**Run 1: signal wires on met1**

Scale bar: 20 um.
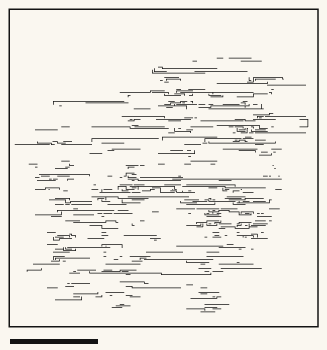
**Run 1: M2 wires**

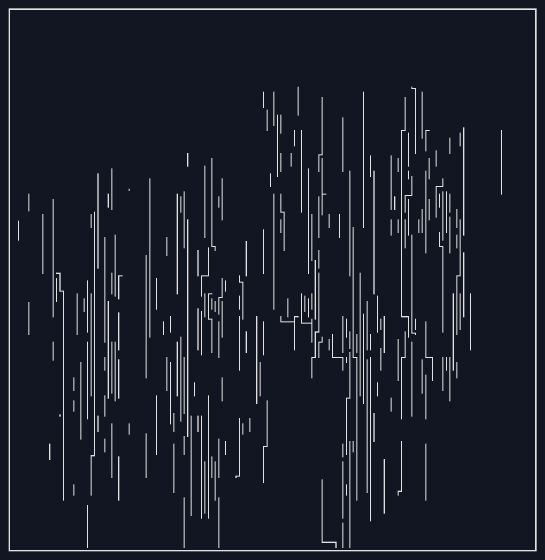
**Run 1: met3 routing**

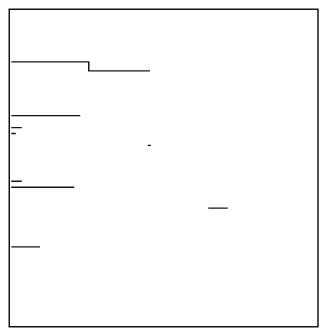
**Run 1: wires at chosen ports, followed through buffers**

Scale bar: 20 um.
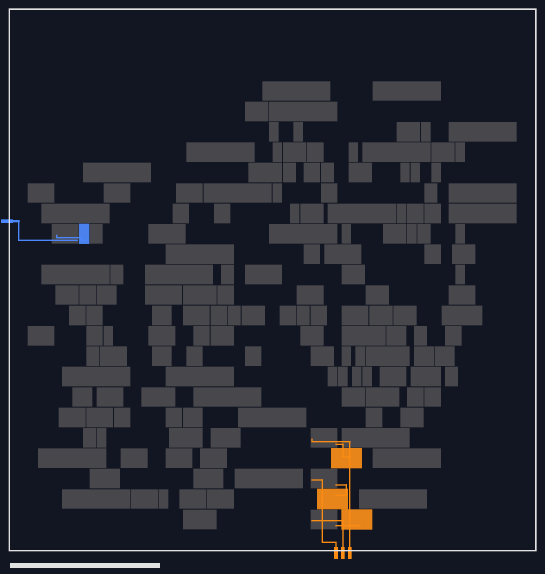
### config.mk
export PLATFORM = sky130hd
export DESIGN_NAME = pwm_gen
export DESIGN_NICKNAME = d
export VERILOG_FILES = /design/src/rtl/pwm_gen.sv
export SDC_FILE = /design/constraint.sdc
export NUM_CORES = 1
export LEC_CHECK = 0
export CORE_AREA = 2 2 68 70
export DETAILED_ROUTE_END_ITERATION = 8
export DIE_AREA = 0 0 70 72
export PLACE_DENSITY = 0.57
export RECOVER_POWER = 100
export SLEW_MARGIN = 20
export SYNTH_ARGS = -nofsm -noshare
export SYNTH_HDL_FRONTEND = slang
export SYNTH_SLANG_ARGS = --single-unit
export TNS_END_PERCENT = 30
### constraint.sdc
create_clock -name clk -period 10.2 [get_ports clk]
set_input_delay 2.04 -clock clk [delete_from_list [all_inputs] [get_ports clk]]
set_output_delay 2.04 -clock clk [all_outputs]
set_load 0.1 [all_outputs]
### src/rtl/pwm_gen.sv
// ---------------------------------------------------------------------------
// pwm_gen -- PWM waveform generator with shadow-latched frequency/duty.
//
// Takes the 3-bit frequency code from the upstream frequency-select counter
// and a duty word, and produces a glitch-free PWM output plus a one-cycle
// period-start strobe. freq_sel and duty are sampled only when a run starts
// (LOAD) and at every period boundary, so input changes never truncate or
// stretch a period that is already running.
//
// Optional build macro: PWM_COMPL_EN
//   When defined, adds the complementary output pwm_n. pwm and pwm_n are
//   separated by DEAD_CYC clk cycles of dead time around every transition.
//
// Ports:
//   clk          in   1       system clock, rising edge
//   rst          in   1       asynchronous reset, active low
//   en           in   1       run request (level)
//   freq_sel     in   3       tick length = BASE_DIV << freq_sel clk cycles
//   duty         in   DUTY_W  high time in ticks per period
//   pwm          out  1       PWM output (registered)
//   pwm_n        out  1       complementary output (PWM_COMPL_EN only)
//   period_start out  1       one-clk pulse on the first cycle of a period
//   busy         out  1       high in LOAD, RUN and DRAIN
// ---------------------------------------------------------------------------
module pwm_gen #(
    parameter int unsigned BASE_DIV = 16,
    parameter int unsigned DUTY_W   = 4,
    parameter int unsigned DEAD_CYC = 2
) (
    input  logic              clk,
    input  logic              rst,
    input  logic              en,
    input  logic [2:0]        freq_sel,
    input  logic [DUTY_W-1:0] duty,
    output logic              pwm,
`ifdef PWM_COMPL_EN
    output logic              pwm_n,
`endif
    output logic              period_start,
    output logic              busy
);

    // Wide enough for the longest tick (BASE_DIV << 7) without overflow.
    localparam int unsigned DIV_W = $clog2(BASE_DIV * 128);

    typedef enum logic [1:0] {
        S_IDLE,
        S_LOAD,
        S_RUN,
        S_DRAIN
    } state_t;

    state_t            state, state_nxt;
    logic [DIV_W-1:0]  div_cnt, div_nxt;
    logic [DIV_W:0]    tick_len;
    logic [DUTY_W-1:0] pwm_cnt, cnt_nxt;
    logic [2:0]        fsel_r, fsel_nxt;
    logic [DUTY_W-1:0] duty_r, duty_nxt;
    logic              tick;
    logic              pb;
    logic              run_nxt;
    logic              pwm_d;
    logic              ps_d;

    // -----------------------------------------------------------------------
    // Next-state / datapath
    // -----------------------------------------------------------------------
    always_comb begin
        state_nxt = state;
        div_nxt   = div_cnt;
        cnt_nxt   = pwm_cnt;
        fsel_nxt  = fsel_r;
        duty_nxt  = duty_r;

        // One extra bit so BASE_DIV << 7 is represented before the -1.
        tick_len = (DIV_W + 1)'(BASE_DIV) << fsel_r;
        tick     = ((state == S_RUN) || (state == S_DRAIN)) &&
                   (div_cnt == DIV_W'(tick_len - 1'b1));
        pb       = tick && (pwm_cnt == '1);

        case (state)
            S_IDLE: begin
                div_nxt = '0;
                cnt_nxt = '0;
                if (en) state_nxt = S_LOAD;
            end
            S_LOAD: begin
                div_nxt   = '0;
                cnt_nxt   = '0;
                fsel_nxt  = freq_sel;
                duty_nxt  = duty;
                state_nxt = S_RUN;
            end
            S_RUN, S_DRAIN: begin
                if (tick) begin
                    div_nxt = '0;
                    cnt_nxt = pwm_cnt + 1'b1;
                end else begin
                    div_nxt = div_cnt + 1'b1;
                end
                if (pb) begin
                    fsel_nxt = freq_sel;
                    duty_nxt = duty;
                end
                if (state == S_RUN) begin
                    if (!en) state_nxt = S_DRAIN;
                end else begin
                    // Re-enable resumes without touching the counters; an
                    // un-revoked drain ends on the period boundary.
                    if (en)      state_nxt = S_RUN;
                    else if (pb) state_nxt = S_IDLE;
                end
            end
            default: begin
                state_nxt = S_IDLE;
            end
        endcase

        run_nxt = (state_nxt == S_RUN) || (state_nxt == S_DRAIN);
        // The output register is fed from next-cycle values so that pwm is
        // aligned with the cycle whose pwm_cnt it reflects.
        pwm_d   = run_nxt && (cnt_nxt < duty_nxt);
        ps_d    = (state == S_LOAD) || (pb && (state_nxt != S_IDLE));
    end

    // -----------------------------------------------------------------------
    // State registers
    // -----------------------------------------------------------------------
    always_ff @(posedge clk or negedge rst) begin
        if (!rst) begin
            state        <= S_IDLE;
            div_cnt      <= '0;
            pwm_cnt      <= '0;
            fsel_r       <= '0;
            duty_r       <= '0;
            period_start <= 1'b0;
        end else begin
            state        <= state_nxt;
            div_cnt      <= div_nxt;
            pwm_cnt      <= cnt_nxt;
            fsel_r       <= fsel_nxt;
            duty_r       <= duty_nxt;
            period_start <= ps_d;
        end
    end

    // Derived from state so it drops together with the async reset.
    assign busy = (state != S_IDLE);

`ifdef PWM_COMPL_EN
    // -----------------------------------------------------------------------
    // Complementary output with dead time. raw_q is the plain PWM waveform;
    // every change of it reloads the dead counter, and neither output may be
    // high until the counter has run out. A raw pulse shorter than DEAD_CYC
    // keeps reloading the counter and therefore never appears at all.
    // -----------------------------------------------------------------------
    localparam int unsigned DEAD_W = (DEAD_CYC < 4) ? 2 : $clog2(DEAD_CYC + 1);

    logic              raw_q;
    logic [DEAD_W-1:0] dead_cnt, dead_nxt;
    logic              pwm_out_d;
    logic              pwm_n_d;

    always_comb begin
        dead_nxt = dead_cnt;
        if (pwm_d != raw_q) begin
            dead_nxt = DEAD_W'(DEAD_CYC);
        end else if (dead_cnt != '0) begin
            dead_nxt = dead_cnt - 1'b1;
        end
        pwm_out_d = pwm_d && (dead_nxt == '0);
        pwm_n_d   = !pwm_d && run_nxt && (dead_nxt == '0);
    end

    always_ff @(posedge clk or negedge rst) begin
        if (!rst) begin
            raw_q    <= 1'b0;
            dead_cnt <= '0;
            pwm      <= 1'b0;
            pwm_n    <= 1'b0;
        end else begin
            raw_q    <= pwm_d;
            dead_cnt <= dead_nxt;
            pwm      <= pwm_out_d;
            pwm_n    <= pwm_n_d;
        end
    end
`else
    always_ff @(posedge clk or negedge rst) begin
        if (!rst) begin
            pwm <= 1'b0;
        end else begin
            pwm <= pwm_d;
        end
    end
`endif

endmodule

==> Slide: Implementation Results, run 1 <==
Key Metrics from the Run

Clocking
  – Clock Tree Buf Depth: 2
  – Root buf cell: clkbuf_8
  – H-tree level count: 1
  – Hold buffer count at CTS: 0
  – Number of buffers created by CTS: 3

Hold path
  – Hold Path Depth: 1
  – Hold Crit Start: div_cnt[0]
  – Hold Crit Endpoint: div_cnt[0]

STA
  – Worst hold slack: a little under 0.5 ns
  – Final WS setup: between 5 and 6 ns
  – Final Max Tran Viols: 0
  – Setup_tns: 0 ns
  – Setup-failing EPs final: 0
  – Peak Freq: between 0.2 and 0.25 GHz
  – Fin crit period: 4.802 ns

Global route
  – Global-route wire length before repair: ~5200 um
  – Largest net degree at the start of global routing: 27
  – GRT Total Usage: 12.76%
  – Global route total overflow: 0

Worst setup path
  – Worst R2R End: pwm
  – Worst Path Buf+Inv: 0
  – Critical-path top delay cell: nor4_1
  – Slowest Stage Delay on Critical Path: between 0.7 and 0.8 ns
  – Crit-path cells: or3_1 -> ha_1 -> xor2_1 -> mux2i_1 -> a2bb2oi_1 -> nor4_1 -> or2_0 -> mux2i_1 -> ha_1 -> a21o_1 -> a21o_1 -> a211o_2 -> a211oi_1
  – CP Capture Type: flop
  – CP startpoint: fsel_r[2]

Synth
  – Synth area leader: dfrtp_1
  – Cell Area, Synth: 1625 sq um
  – Top cells, area: dfrtp_1, mux2_4, xnor2_1
  – Most numerous cell in the Yosys netlist: dfrtp_1
  – Dominant flop cell: dfrtp_1
  – Number of synthesized flops with an enable pin: 0
  – Most frequent cells after synthesis: dfrtp_1, nor2_1, xnor2_1
  – Mux area share: 8.622%
  – Distinct lib cells: roughly 49

Floorplanning
  – Core area: ~4300 sq um
  – Chip footprint: roughly 5000 sq um

Layout
  – Most flop-heavy register: div_cnt
  – Nonclk inv count: 3
  – Most instantiated logic cell after routing: dfrtp_1
  – Finished Cell Area: around 1800 sq um
  – Combinational share of cell area: between 40% and 50%
  – Fill cells: 411
  – Flops: 26

Placement
  – GPL Wtd Cong: slightly above 0.8

Pwr
  – Cell Int Power: between 100 and 150 uW

Route
  – Vias per Instance: 5.248
  – WL met1: about 1400 um
  – Drt pass-1 iters: 4

Outcome
  – Status: finished, final reports clean
Notes on 'signal wires on met1' above:
nets with wire on the layer: 166
longest straight run: 24.8 um
main direction: horizontal
share of all routed wire: 47%
wire length on this layer: 1380 um
GR Layer Usage met1: 15.45%
drt total wl: 2911 um
Vias: 1123

Notes on 'M2 wires' above:
nets with wire on the layer: 153
longest straight run: 32.5 um
main direction: vertical
met2 usage: 22.65%

Notes on 'met3 routing' above:
main direction: horizontal
nets with wire on the layer: 8
longest straight run: 17.5 um
share of all routed wire: 2.7%
GR met3 Demand/Resource: 3.889%

Notes on 'wires at chosen ports, followed through buffers' above:
legend:
  busy:
    colour: blue
    direction: output
    edge: left
    end_cells: 1
    buffers: 1
    wire: 15.7 um
  freq_sel:
    colour: orange
    direction: input
    edge: bottom
    end_cells: 3
    buffers: 3
    wire: 50.3 um
Top-Level Pins: 13
Port Buffers: 12

## Run 2: what changed since run 1
--- a/config.mk
+++ b/config.mk
@@ -8,7 +8,7 @@
 export CORE_AREA = 2 2 68 70
 export DETAILED_ROUTE_END_ITERATION = 8
 export DIE_AREA = 0 0 70 72
-export PLACE_DENSITY = 0.57
+export PLACE_DENSITY = 0.59
 export RECOVER_POWER = 100
 export SLEW_MARGIN = 20
 export SYNTH_ARGS = -nofsm -noshare
==> constraint.sdc (replaced) <==
create_clock -name clk -period 3.9 [get_ports clk]
set_input_delay 0.78 -clock clk [delete_from_list [all_inputs] [get_ports clk]]
set_output_delay 0.78 -clock clk [all_outputs]
set_load 0.1 [all_outputs]
**Run 2: signal wires on met1**

Scale bar: 20 um.
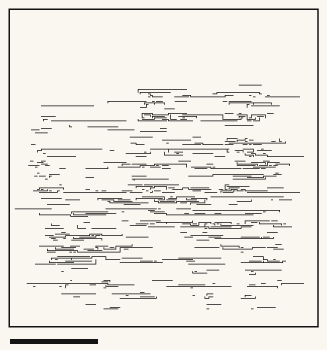
nets with wire on the layer: 171
main direction: horizontal
drt total wl: 3064 um
Vias: 1129
GR Layer Usage met1: 17.49%

==> Slide: Implementation Results, run 2 <==
Key Metrics from the Run

Layout
  – Flops: 26
  – Most instantiated logic cell after routing: dfrtp_1
  – Most flop-heavy register: div_cnt
  – Buffers, non-clock: 18
  – Largest class: multi-input combinational cells
  – Finished Cell Area: roughly 1800 sq um
  – Fill cells: between 400 and 500
  – Combinational share of cell area: 49.01%
  – Clock buffer count in the final layout: 4
  – Top cells excl fill/tap: dfrtp_1, nor2_1, xnor2_1, clkdlybuf4s50_1, nand2_1
  – Nonclk inv count: 3
  – Final nets: ~180
  – Top Registers: div_cnt (11), duty_r (4), pwm_cnt (4)
  – Synth-to-Final Area Change: 12.63%

Global route
  – Global-route wire length before repair: ~5400 um
  – GR met3 Demand/Resource: under 10%
  – Global route total overflow: 0
  – GRT Total Usage: 13.47%
  – Largest net degree at the start of global routing: 27
  – Antenna violations before repair: 0
  – Met2 usage: between 20% and 30%

STA
  – Fin crit period: about 3.6 ns
  – Setup_tns: 0 ns
  – Peak Freq: 0.2815 GHz
  – Slew HR: under 10%
  – Final hold viol count: 0
  – Final WS setup: 0.3482 ns
  – Worst hold slack: between 0.4 and 0.5 ns
  – Final Max Tran Viols: 0
  – Setup-failing EPs final: 0

Pwr
  – Switching pwr: between 80 and 90 uW
  – Top power group: registers
  – Cell Int Power: around 370 uW
  – Maximum vdd drop: between 0.2 and 0.25 mV
  – P_comb: between 15 and 20 uW
  – Sw frac: around a fifth
  – Sequential Power Share: approximately three fifths
  – Clock power frac: a little under two fifths

Worst setup path
  – Reg2Reg Setup Slack: 0.35 ns
  – Crit-path cells: or3_1 -> ha_2 -> o21ba_1 -> o311ai_2 -> nand3_2 -> nor4_4 -> or2_1 -> buf_4 -> mux2i_1 -> ha_1 -> a21o_1 -> a211o_2 -> a211oi_1
  – Crit-path max FO: 9
  – CP startpoint: fsel_r[2]
  – Worst R2R End: pwm
  – CP Capture Type: flop
  – R2R depth: 13
  – Worst Path Buf+Inv: 1
  – R2r startpoint: fsel_r[2]
  – Slowest Stage Delay on Critical Path: 0.38 ns
  – Critical-path top delay cell: dfrtp_1

Synth
  – Number of synthesized flops with an enable pin: 0
  – Synth area leader: dfrtp_1
  – Distinct lib cells: around 50
  – Top cells, area: dfrtp_1, mux2_4, xnor2_1
  – Mux area share: around 8.6%
  – Most frequent cells after synthesis: dfrtp_1, nor2_1, xnor2_1
  – Area share, top type: between 40% and 50%
  – Dominant flop cell: dfrtp_1
  – Sequential share of the synthesized area: 40.03%
  – Yosys reg bits: 26
  – Mapped Nets: approximately 170
  – Cell Area, Synth: 1625 sq um
  – Most numerous cell in the Yosys netlist: dfrtp_1

Clocking
  – Root buf cell: clkbuf_8
  – TritonCTS clock tree: yes
  – Hold buffer count at CTS: 0
  – Clock Tree Buf Depth: 2
  – Resize count post-CTS: 0
  – H-tree level count: 1
  – Worst-Skew Late Latency: around 0.26 ns
  – Number of buffers created by CTS: 3

Route
  – Vias per Instance: slightly above 5
  – WL met1: about 1500 um
  – Drt pass-1 iters: 4

Placement
  – Placed insts: approximately 220
  – GPL Wtd Cong: approximately 0.76
  – Port Buffers: 12
  – Pre-CTS WS: 0.2458 ns

Outcome
  – Status: finished, final reports clean

Floorplanning
  – Die Ht: approximately 70 um
  – Initial core utilization: 38.12%
  – Top-Level Pins: 13
  – Tap Count: around 52
  – Core area: around 4300 sq um
  – Chip footprint: approximately 5000 sq um

Job
  – Total of max-cap violations: 0
  – Tool warning count: 26

Hold path
  – Hold Crit Endpoint: div_cnt[0]
  – Hold Crit Start: div_cnt[0]
  – Hold Path Depth: 1
**Run 2: wires at chosen ports, followed through buffers**

Scale bar: 20 um.
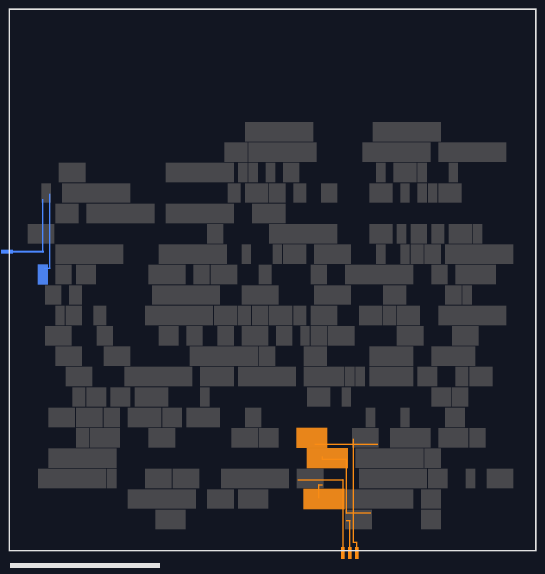

## Run 3: what changed since run 2
--- a/config.mk
+++ b/config.mk
@@ -10,6 +10,7 @@
 export DIE_AREA = 0 0 70 72
 export PLACE_DENSITY = 0.59
 export RECOVER_POWER = 100
+export REMOVE_ABC_BUFFERS = 1
 export SLEW_MARGIN = 20
 export SYNTH_ARGS = -nofsm -noshare
 export SYNTH_HDL_FRONTEND = slang
**Run 3: wires at chosen ports, followed through buffers**

Scale bar: 20 um.
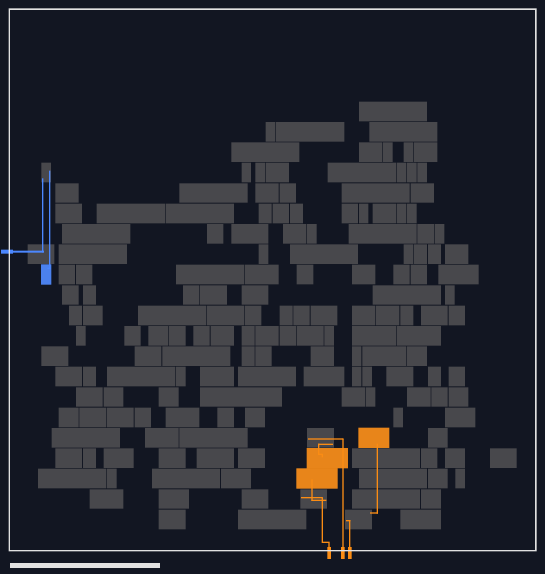
legend:
  freq_sel:
    colour: orange
    direction: input
    edge: bottom
    end_cells: 3
    buffers: 3
    wire: 52.0 um
  busy:
    colour: blue
    direction: output
    edge: left
    end_cells: 1
    buffers: 1
    wire: 26.8 um

==> Slide: Implementation Results, run 3 <==
Key Metrics from the Run

Outcome
  – Status: finished, final reports clean

Pwr
  – Switching pwr: about 96 uW
  – P_comb: between 15 and 20 uW
  – Sequential Power Share: 52.8%
  – Top power group: registers

Clocking
  – Resize count post-CTS: 0
  – Number of buffers created by CTS: 3
  – TritonCTS clock tree: yes

Synth
  – Area share, top type: between 40% and 50%
  – Top cells, area: dfrtp_1, mux2_4, xnor2_1
  – Distinct lib cells: roughly 50
  – Mux area share: roughly 8.6%

Route
  – Vias: roughly 1200
  – Vias per Instance: ~5.3
  – Drt pass-1 iters: 4
  – WL met1: 1471 um

Layout
  – Largest class: multi-input combinational cells
  – Most flop-heavy register: div_cnt
  – Nonclk inv count: 3
  – Finished Cell Area: between 1500 and 2000 sq um
  – Top cells excl fill/tap: dfrtp_1, nor2_1, xnor2_1, clkdlybuf4s50_1, nand2_1
  – Buffers, non-clock: 18
  – Combinational share of cell area: 48.58%
  – Flops: 26
  – Clock buffer count in the final layout: 3
  – Final nets: roughly 180
  – Top Registers: div_cnt (11), duty_r (4), pwm_cnt (4)

STA
  – Worst hold slack: 0.5008 ns
  – Slew HR: approximately 7.5%
  – Final WS setup: 0.3225 ns

Worst setup path
  – Crit-path max FO: 9
  – R2r startpoint: fsel_r[2]
  – Worst Path Buf+Inv: 1
  – Crit-path cells: or3_1 -> ha_2 -> o21ba_1 -> o311ai_2 -> nand3_2 -> nor4_4 -> or2_1 -> buf_4 -> mux2i_1 -> ha_1 -> a21o_1 -> a211o_2 -> a211oi_1
  – Worst R2R End: pwm

Floorplanning
  – Initial core utilization: 38.12%
  – Die Ht: between 70 and 80 um
  – Top-Level Pins: 13
  – Chip footprint: slightly above 5000 sq um

Hold path
  – Hold Crit Endpoint: duty_r[1]
  – Hold Crit Start: duty_r[1]

Global route
  – Antenna violations before repair: 0
  – GR met3 Demand/Resource: 1.667%

Job
  – Tool warning count: 25

Placement
  – Port Buffers: 12
No activity file was given, so power comes from the tool's default toggle rates.
